run_1/congestion.png
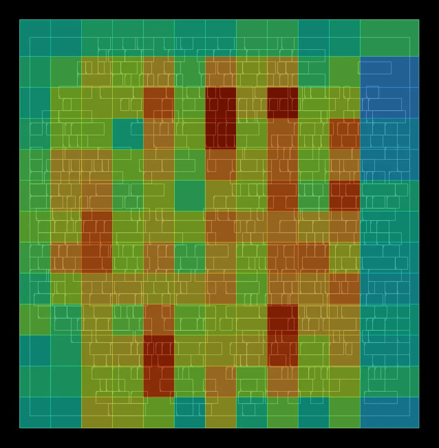
run_1/layer_met3.png
The bar under the picture is 20 µm long.
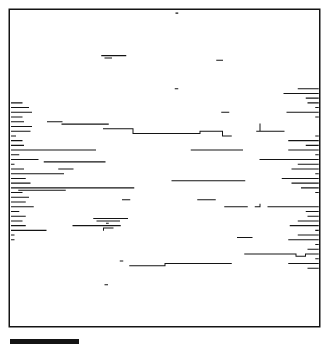
run_1/flops_by_reg.png
Other sequential cells in the stronger grey, the rest of the logic in the fainter grey.
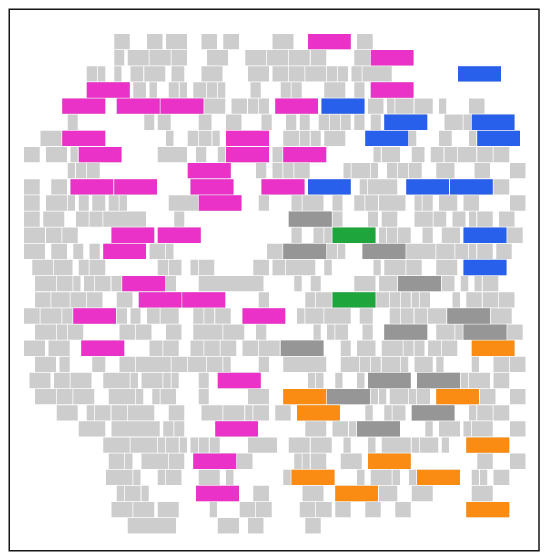
## config.mk

```make
export PLATFORM = sky130hd
export DESIGN_NAME = beta_instr_encoder
export DESIGN_NICKNAME = d
export VERILOG_FILES = /design/src/rtl/beta_isa_pkg.sv /design/src/rtl/beta_op_encode.sv /design/src/rtl/beta_instr_encoder.sv
export SDC_FILE = /design/constraint.sdc
export NUM_CORES = 1
export LEC_CHECK = 0
export CORE_AREA = 2 2 87 89
export DETAILED_ROUTE_END_ITERATION = 8
export DIE_AREA = 0 0 89 91
export HOLD_SLACK_MARGIN = 0.02
export PLACE_DENSITY = 0.79
export SLEW_MARGIN = 25
export SYNTH_ARGS = -nofsm -noshare
export SYNTH_HDL_FRONTEND = slang
export SYNTH_SLANG_ARGS = --single-unit
```

## constraint.sdc

```tcl
create_clock -name clk -period 2.75 [get_ports clk]
set_input_delay 0.55 -clock clk [delete_from_list [all_inputs] [get_ports clk]]
set_output_delay 0.55 -clock clk [all_outputs]
set_load 0.1 [all_outputs]
```

## src/rtl/beta_isa_pkg.sv

```systemverilog
// Beta ISA constants shared by the program loader: ALU function codes,
// opcodes, instruction classes and the loader FSM states.
package beta_isa_pkg;

  localparam logic [3:0] FN_NOP   = 4'd0;
  localparam logic [3:0] FN_ADD   = 4'd1;
  localparam logic [3:0] FN_SUB   = 4'd2;
  localparam logic [3:0] FN_MUL   = 4'd3;
  localparam logic [3:0] FN_DIV   = 4'd4;
  localparam logic [3:0] FN_CMPEQ = 4'd5;
  localparam logic [3:0] FN_CMPLT = 4'd6;
  localparam logic [3:0] FN_CMPLE = 4'd7;
  localparam logic [3:0] FN_AND   = 4'd8;
  localparam logic [3:0] FN_OR    = 4'd9;
  localparam logic [3:0] FN_XOR   = 4'd10;
  localparam logic [3:0] FN_SHL   = 4'd11;
  localparam logic [3:0] FN_SHR   = 4'd12;
  localparam logic [3:0] FN_SRA   = 4'd13;

  localparam logic [5:0] OP_ADD   = 6'h20;
  localparam logic [5:0] OP_SUB   = 6'h21;
  localparam logic [5:0] OP_MUL   = 6'h22;
  localparam logic [5:0] OP_DIV   = 6'h23;
  localparam logic [5:0] OP_CMPEQ = 6'h24;
  localparam logic [5:0] OP_CMPLT = 6'h25;
  localparam logic [5:0] OP_CMPLE = 6'h26;
  localparam logic [5:0] OP_AND   = 6'h28;
  localparam logic [5:0] OP_OR    = 6'h29;
  localparam logic [5:0] OP_XOR   = 6'h2A;
  localparam logic [5:0] OP_SHL   = 6'h2C;
  localparam logic [5:0] OP_SHR   = 6'h2D;
  localparam logic [5:0] OP_SRA   = 6'h2E;
  localparam logic [5:0] OP_LD    = 6'h18;
  localparam logic [5:0] OP_ST    = 6'h19;
  localparam logic [5:0] OP_JMP   = 6'h1B;
  localparam logic [5:0] OP_BEQ   = 6'h1D;
  localparam logic [5:0] OP_BNE   = 6'h1E;

  localparam logic [5:0] OPC_OFFSET = 6'h10;

  typedef enum logic [2:0] {
    CL_OP, CL_OPC, CL_LD, CL_ST, CL_JMP, CL_BEQ, CL_BNE, CL_RSVD
  } iclass_e;

  typedef enum logic [1:0] {
    ST_IDLE, ST_LOAD, ST_WRITE, ST_DONE
  } state_e;

  typedef struct packed {
    logic [2:0]  cls;
    logic [3:0]  func;
    logic [4:0]  rc;
    logic [4:0]  ra;
    logic [4:0]  rb;
    logic [15:0] lit;
  } fields_t;

  // Register-form opcode for an ALU function; 0 marks an undecodable func.
  function automatic logic [5:0] alu_opcode(input logic [3:0] func);
    case (func)
      FN_ADD:   return OP_ADD;
      FN_SUB:   return OP_SUB;
      FN_MUL:   return OP_MUL;
      FN_DIV:   return OP_DIV;
      FN_CMPEQ: return OP_CMPEQ;
      FN_CMPLT: return OP_CMPLT;
      FN_CMPLE: return OP_CMPLE;
      FN_AND:   return OP_AND;
      FN_OR:    return OP_OR;
      FN_XOR:   return OP_XOR;
      FN_SHL:   return OP_SHL;
      FN_SHR:   return OP_SHR;
      FN_SRA:   return OP_SRA;
      default:  return 6'h00;
    endcase
  endfunction

endpackage

```

## src/rtl/beta_op_encode.sv

```systemverilog
// Combinational packer: symbolic instruction fields to a 32-bit Beta word,
// flagging encodings the decoder would turn into an all-zero control word.
module beta_op_encode
  import beta_isa_pkg::*;
(
  input  fields_t     f,
  output logic [31:0] word,
  output logic        illegal
);

  logic [5:0] alu_op;
  assign alu_op = alu_opcode(f.func);

  always_comb begin
    word    = '0;
    illegal = 1'b0;
    case (iclass_e'(f.cls))
      CL_OP: begin
        illegal = (alu_op == 6'h00);
        word    = {alu_op, f.rc, f.ra, f.rb, 11'b0};
      end
      CL_OPC: begin
        illegal = (alu_op == 6'h00);
        word    = {alu_op + OPC_OFFSET, f.rc, f.ra, f.lit};
      end
      CL_LD:   word = {OP_LD,  f.rc, f.ra, f.lit};
      CL_ST:   word = {OP_ST,  f.rc, f.ra, f.lit};
      CL_JMP:  word = {OP_JMP, f.rc, f.ra, 16'b0};
      CL_BEQ:  word = {OP_BEQ, f.rc, f.ra, f.lit};
      CL_BNE:  word = {OP_BNE, f.rc, f.ra, f.lit};
      default: illegal = 1'b1;
    endcase
  end

endmodule

```

## src/rtl/beta_instr_encoder.sv

```systemverilog
// Beta program loader: accepts symbolic instructions, encodes them and writes
// them to sequential instruction-memory addresses over a req/gnt port.
module beta_instr_encoder
  import beta_isa_pkg::*;
#(
  parameter int          ADDR_W    = 10,
  parameter int unsigned BASE_ADDR = 0
) (
  input  logic              clk,
  input  logic              rst_n,
  input  logic              start,
  input  logic              in_valid,
  output logic              in_ready,
  input  logic [2:0]        in_class,
  input  logic [3:0]        in_func,
  input  logic [4:0]        in_rc,
  input  logic [4:0]        in_ra,
  input  logic [4:0]        in_rb,
  input  logic [15:0]       in_lit,
  input  logic              in_last,
  output logic              mem_req,
  input  logic              mem_gnt,
  output logic [ADDR_W-1:0] mem_addr,
  output logic [31:0]       mem_wdata,
  output logic              busy,
  output logic              done,
  output logic              err,
  output logic [ADDR_W-1:0] err_addr,
  output logic              wrap,
  output logic [ADDR_W:0]   count
);

  localparam logic [ADDR_W-1:0] BASE = ADDR_W'(BASE_ADDR);

  state_e      state_q, state_d;
  logic        last_q;
  fields_t     f;
  logic [31:0] enc_word;
  logic        enc_ill;

  assign f = '{cls: in_class, func: in_func, rc: in_rc, ra: in_ra, rb: in_rb, lit: in_lit};

  beta_op_encode u_enc (
    .f       (f),
    .word    (enc_word),
    .illegal (enc_ill)
  );

  always_ff @(posedge clk) begin
    if (!rst_n) state_q <= ST_IDLE;
    else        state_q <= state_d;
  end

  always_comb begin
    state_d  = state_q;
    in_ready = 1'b0;
    mem_req  = 1'b0;
    busy     = (state_q != ST_IDLE);
    done     = 1'b0;
    case (state_q)
      ST_IDLE: if (start) state_d = ST_LOAD;
      ST_LOAD: begin
        in_ready = 1'b1;
        // an illegal last instruction still ends the session
        if (in_valid) begin
          if (!enc_ill)     state_d = ST_WRITE;
          else if (in_last) state_d = ST_DONE;
        end
      end
      ST_WRITE: begin
        mem_req = 1'b1;
        if (mem_gnt) state_d = last_q ? ST_DONE : ST_LOAD;
      end
      ST_DONE: begin
        done    = 1'b1;
        state_d = ST_IDLE;
      end
      default: state_d = ST_IDLE;
    endcase
  end

  always_ff @(posedge clk) begin
    if (!rst_n) begin
      last_q    <= 1'b0;
      mem_addr  <= BASE;
      mem_wdata <= '0;
      err       <= 1'b0;
      err_addr  <= '0;
      wrap      <= 1'b0;
      count     <= '0;
    end else begin
      case (state_q)
        ST_IDLE: if (start) begin
          mem_addr <= BASE;
          count    <= '0;
          err      <= 1'b0;
          wrap     <= 1'b0;
        end
        ST_LOAD: if (in_valid) begin
          if (enc_ill) begin
            err <= 1'b1;
            if (!err) err_addr <= mem_addr;
          end else begin
            mem_wdata <= enc_word;
            last_q    <= in_last;
          end
        end
        ST_WRITE: if (mem_gnt) begin
          mem_addr <= mem_addr + ADDR_W'(1);
          if (&mem_addr) wrap <= 1'b1;
          if (count != '1) count <= count + (ADDR_W+1)'(1);
        end
        default: ;
      endcase
    end
  end

endmodule

```

==> results_slide.txt, run 1 <==
Key Metrics from the Run

Status
  • Status: finished, final reports clean

Global routing
  • Largest net degree at the start of global routing: 25
  • First-pass GRT wire length: 13.5 mm
  • Antenna violations before repair: 0
  • Vias in the first global route: 2996

Power
  • Psw: 0.701 mW
  • Clock-net power: 0.783 mW

Hold path
  • Hold path cells: 2
  • Hold_sp: err_addr[7]

Final timing
  • Fin crit period: 2460 ps
  • Final WS setup: 293 ps
  • Pin slew with the least headroom to its limit: 623 ps

Route
  • Highest routed layer: met4
  • Remaining DRCs: 0
  • M1 WL: 3.49 mm
  • First DRT Iteration DRCs: 147

Final layout
  • Final instance area: 0.00447 mm²
  • Number of antenna repair diodes: 0
  • Non-clock buffer share: 25.4%

Synthesis
  • Yosys aoi share: 13.4%
  • Post-Synth Adder-Cell Area: 3.99%
  • Commonest flop: dfxtp_1
  • Top logic family: simple AND/OR/NAND/NOR gates

CTS
  • CTS H-Tree Depth: 3
  • Clock root buffer: clkbuf_8
  • Setup bufs post-CTS: 0

Setup path
  • CP bufs+invs: 4
  • Crit start category: primary input
  • Worst path arrival time: 2710 ps
  • R2r startpoint: state_q[0]
  • WS Path Type: in -> reg
  • Worst path required time: 3010 ps
  • Critical Path Stages: 9
Notes on congestion.png above:
post-layout util: 62.7%
met1 Resource Use GR: 25.2%

Notes on layer_met3.png above:
nets with wire on the layer	83
share of all routed wire	7.3%
main direction	horizontal
wire length on this layer	611 µm
longest straight run	35.2 µm
global routing met3 resource utilization: 6.55%
routed vias: 3122

Notes on flops_by_reg.png above:
signal	colour	sequential cells
state_q	green	2
err_addr	orange	10
count	blue	11
mem_wdata	magenta	32
not coloured	13
Seq/total area: 30.4%
P_seq: 1.03 mW
register area: 0.00136 mm²

==> run 1 -> run 2 <==
--- a/config.mk
+++ b/config.mk
@@ -14,3 +14,4 @@
 export SYNTH_ARGS = -nofsm -noshare
 export SYNTH_HDL_FRONTEND = slang
 export SYNTH_SLANG_ARGS = --single-unit
+export TNS_END_PERCENT = 1
run_2/logic_types.png
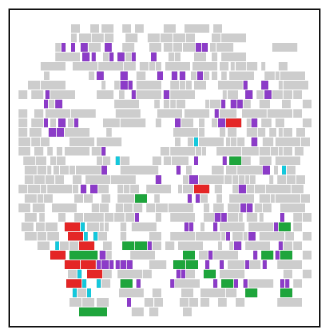
family	colour	cells
fa/ha/maj cells	red	10
mux cells	green	17
inv cells	cyan	12
nand cells	purple	94
multi-input combinational area share: 36.2%
non-filler cells, final: 593

run_2/flops_by_reg.png
Other sequential cells in the stronger grey, the rest of the logic in the fainter grey.
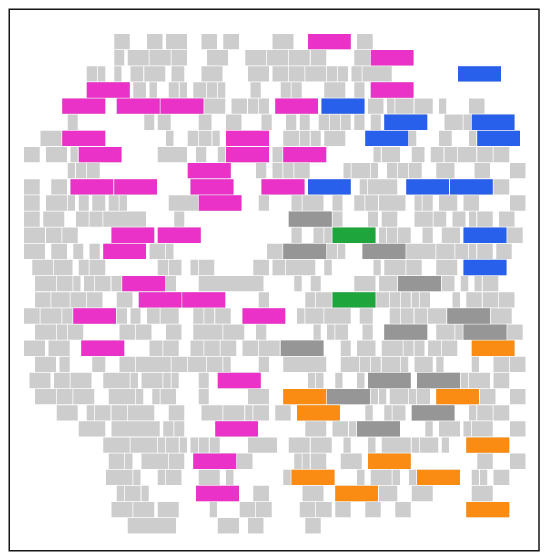

==> run 2 against run 1 <==
- power unchanged
- sequential share of layout area unchanged
- wire length did not move
- count of clock-buffer cells in the layout did not move
- largest power group unchanged
- flip-flop count is the same
==> results_slide.txt, run 2 <==
Key Metrics from the Run

Status
  • Status: finished, final reports clean

Setup path
  • Critical Path Stages: 9
  • R2r startpoint: state_q[0]
  • Crit start category: primary input
  • Worst path required time: 3010 ps
  • WS Path Type: in -> reg
  • Worst path arrival time: 2710 ps

CTS
  • CTS H-Tree Depth: 3
  • Clock root buffer: clkbuf_8

Route
  • Highest routed layer: met4
  • M1 WL: 3.49 mm
  • Remaining DRCs: 0
  • Routed vias: 3122

Power
  • P_seq: 1.03 mW
  • Clock-net power: 0.783 mW

Global routing
  • Met1 Resource Use GR: 25.2%
  • Largest net degree at the start of global routing: 25

Final timing
  • Final WS setup: 293 ps
  • Fin crit period: 2460 ps
  • Pin slew with the least headroom to its limit: 623 ps

Synthesis
  • Commonest flop: dfxtp_1
  • Post-Synth Adder-Cell Area: 3.99%

Hold path
  • Hold_sp: err_addr[7]

Final layout
  • Non-clock buffer share: 25.4%
  • Post-layout util: 62.7%
  • Final instance area: 0.00447 mm²
  • Number of antenna repair diodes: 0
Power figures rest on the tool's default switching activity, not on a simulated workload.
